==> config.mk <==
export PLATFORM = sky130hd
export DESIGN_NAME = stream_arb2
export DESIGN_NICKNAME = d
export VERILOG_FILES = /design/src/rtl/stream_arb2.sv
export SDC_FILE = /design/constraint.sdc
export NUM_CORES = 1
export LEC_CHECK = 0
export CORE_MARGIN = 2
export CORE_UTILIZATION = 41
export DETAILED_ROUTE_END_ITERATION = 8
export PLACE_DENSITY = 0.81
export SETUP_SLACK_MARGIN = 0.02
export SYNTH_ARGS = -nofsm -noshare
export SYNTH_HDL_FRONTEND = slang
export SYNTH_SLANG_ARGS = --single-unit
==> constraint.sdc <==
create_clock -name clk -period 2.7 [get_ports clk]
set_clock_uncertainty 0.05 [all_clocks]
set_input_delay 0.675 -clock clk [delete_from_list [all_inputs] [get_ports clk]]
set_output_delay 0.675 -clock clk [all_outputs]
set_load 0.02 [all_outputs]
==> src/rtl/stream_arb2.sv <==
// Two-input round-robin stream arbiter feeding a single registered output beat.
// The output register refills in the same cycle it drains, so throughput is one beat per cycle.
module stream_arb2 #(
  parameter int WIDTH = 8
) (
  input  logic             clk,
  input  logic             reset,
  input  logic             a_valid_i,
  input  logic [WIDTH-1:0] a_data_i,
  output logic             a_ready_o,
  input  logic             b_valid_i,
  input  logic [WIDTH-1:0] b_data_i,
  output logic             b_ready_o,
  output logic             y_valid_o,
  output logic [WIDTH-1:0] y_data_o,
  input  logic             y_ready_i,
  output logic             sel_o
);

  logic             y_valid_q;
  logic             y_valid_d;
  logic [WIDTH-1:0] y_data_q;
  logic [WIDTH-1:0] y_data_d;
  logic             sel_q;
  logic             sel_d;
  logic             prio_a_q;
  logic             prio_a_d;

  logic load_en;
  logic a_wins;
  logic b_wins;
  logic grant_a;
  logic grant_b;

  // a_wins and b_wins are mutually exclusive by construction.
  assign a_wins = a_valid_i && (!b_valid_i || prio_a_q);
  assign b_wins = b_valid_i && (!a_valid_i || !prio_a_q);

  always_comb begin
    load_en = (!y_valid_q || y_ready_i) && !reset;
    grant_a = 1'b0;
    grant_b = 1'b0;
    unique case (1'b1)
      a_wins:  grant_a = load_en;
      b_wins:  grant_b = load_en;
      default: ;
    endcase
  end

  always_comb begin
    y_valid_d = y_valid_q;
    y_data_d  = y_data_q;
    sel_d     = sel_q;
    prio_a_d  = prio_a_q;
    if (grant_a) begin
      y_valid_d = 1'b1;
      y_data_d  = a_data_i;
      sel_d     = 1'b1;
      prio_a_d  = 1'b0;
    end else if (grant_b) begin
      y_valid_d = 1'b1;
      y_data_d  = b_data_i;
      sel_d     = 1'b0;
      prio_a_d  = 1'b1;
    end else if (load_en) begin
      y_valid_d = 1'b0;
    end
  end

  always_ff @(posedge clk) begin
    if (reset) begin
      y_valid_q <= 1'b0;
      y_data_q  <= '0;
      sel_q     <= 1'b0;
      prio_a_q  <= 1'b1;
    end else begin
      y_valid_q <= y_valid_d;
      y_data_q  <= y_data_d;
      sel_q     <= sel_d;
      prio_a_q  <= prio_a_d;
    end
  end

  assign a_ready_o = grant_a;
  assign b_ready_o = grant_b;
  assign y_valid_o = y_valid_q;
  assign y_data_o  = y_data_q;
  assign sel_o     = sel_q;

endmodule

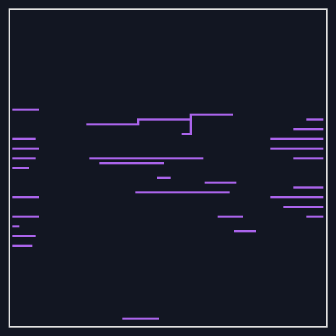
(the metal 3 layer)
The wires run mostly horizontal. The layer carries 149 um of wire.

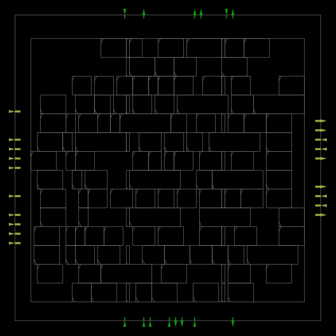
(placed standard cells)
core area: 1510 um2
n_taps: 16
Fillers: 136

==> job_summary.md <==
### Flow metrics

| Metric | Value |
|---|---|
| Endpoints failing setup | `0` |
| CTS Root Cell | `clkbuf_4` |
| Final Hold Fails | `0` |
| Final Total Pwr | `0.448 mW` |
| Sequence of cells on the critical path | `clkdlybuf4s50_1, inv_1, nor4_1, dlygate4sd2_1` |
| Adder share | `0%` |
| Fin util | `69.0%` |
| Initial antenna violation count | `0` |
| Highest routed layer | `met4` |
| IO Count | `33` |
| Leakage power | `0.378 nW` |
| Pwr/cell area | `431 nW/um2` |
| Most frequent logic cell in the layout | `clkdlybuf4s50_1` |
| TNS Setup | `0 ns` |
| Hold Startpoint | `sel_o` |
| Worst Hold Class | `flop to flop` |
| CP required | `1.98 ns` |
| Met1 wire length | `837 um` |
| Inst Count DP | `125` |
| Cell area after layout | `1040 um2` |
| Clock-net power | `0.116 mW` |
| And-or/or-and share of the synthesized area | `34.5%` |
| Floorplan Utilization | `44.0%` |
| Hold buffers post-CTS | `0` |
| RSZ-0062 raised after global routing | `false` |
| Status | `finished clean` |
| RR Startpoint | `y_valid_o` |
| Non-clk bufs | `42` |
| Worst slew margin | `79.1%` |
| CTS Buf Count | `3` |
| Die width | `44.2 um` |
| MUX area fraction | `0%` |
| First-pass GRT wire length | `2970 um` |
| Dominant kind of combinational cell | `AND-OR/OR-AND gates` |
| Antenna diode count | `0` |
| CP Depth | `4` |
| Crit path DAT | `1.85 ns` |
| Yosys simple share | `21.5%` |
| Synth Area in XOR/XNOR | `0%` |
| Yosys chip area | `663 um2` |
| Fin crit period | `2.57 ns` |
| Worst-path fanout max | `3` |
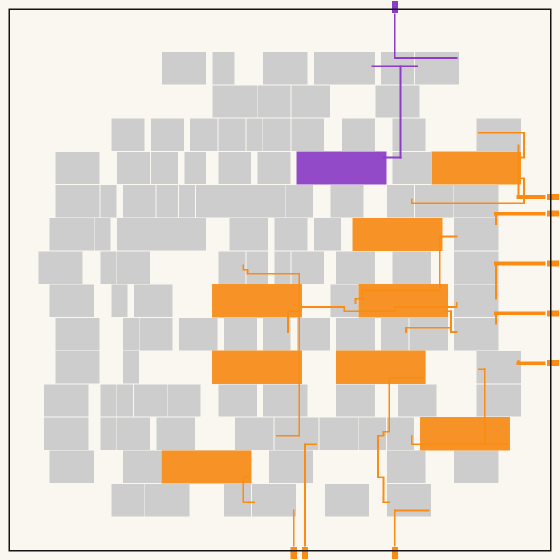
(wires at chosen ports, followed through buffers)
Key: orange = y_data_o [bits 8, direction output, edge 5 right, 3 bottom, end cells 8, buffers 8, wire 152 um]; purple = y_valid_o [bits 1, direction output, edge top, end cells 1, buffers 1, wire 21.2 um]

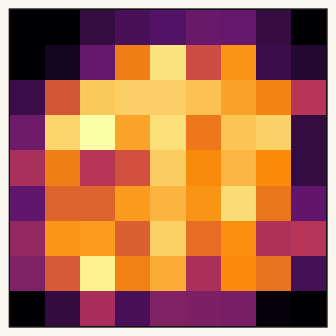
(cell density map)
The die is cut into 9 by 9 equal tiles; black is low, pale yellow is high, 0 to 100% covered.
The emptiest ninth of the die: upper left. 8.6% of the tiles are nearly empty. 31% of the tiles are over 75% full. The densest ninth of the die: centre. The mean over all tiles is 52%. The fullest tile reaches 100%.

==> state kept, by name, indices dropped and copies added (netlist names) <==
register	cells
prio_a_q	1
sel_o	1
y_valid_o	1
y_data_o	8
==> synth_stat cells, drive strengths merged <==
cell | count | area (um2)
o41ai | 8 | 70.1
nor4 | 1 | 6.26
o311ai | 1 | 8.76
or3 | 1 | 6.26
or2 | 1 | 6.26
a31oi | 9 | 56.3
or4 | 8 | 60.1
and3 | 1 | 6.26
or2b | 1 | 7.51
a311oi | 8 | 70.1
a2111oi | 1 | 8.76
clkbuf | 6 | 22.5
dfxtp | 11 | 220
nand2 | 8 | 30.0
nor2b | 2 | 20.0
inv | 2 | 7.51
buf | 5 | 37.5
o21ai | 2 | 10.0
a21oi | 1 | 5.00
clkinv | 1 | 3.75
Power figures rest on the tool's default switching activity, not on a simulated workload.
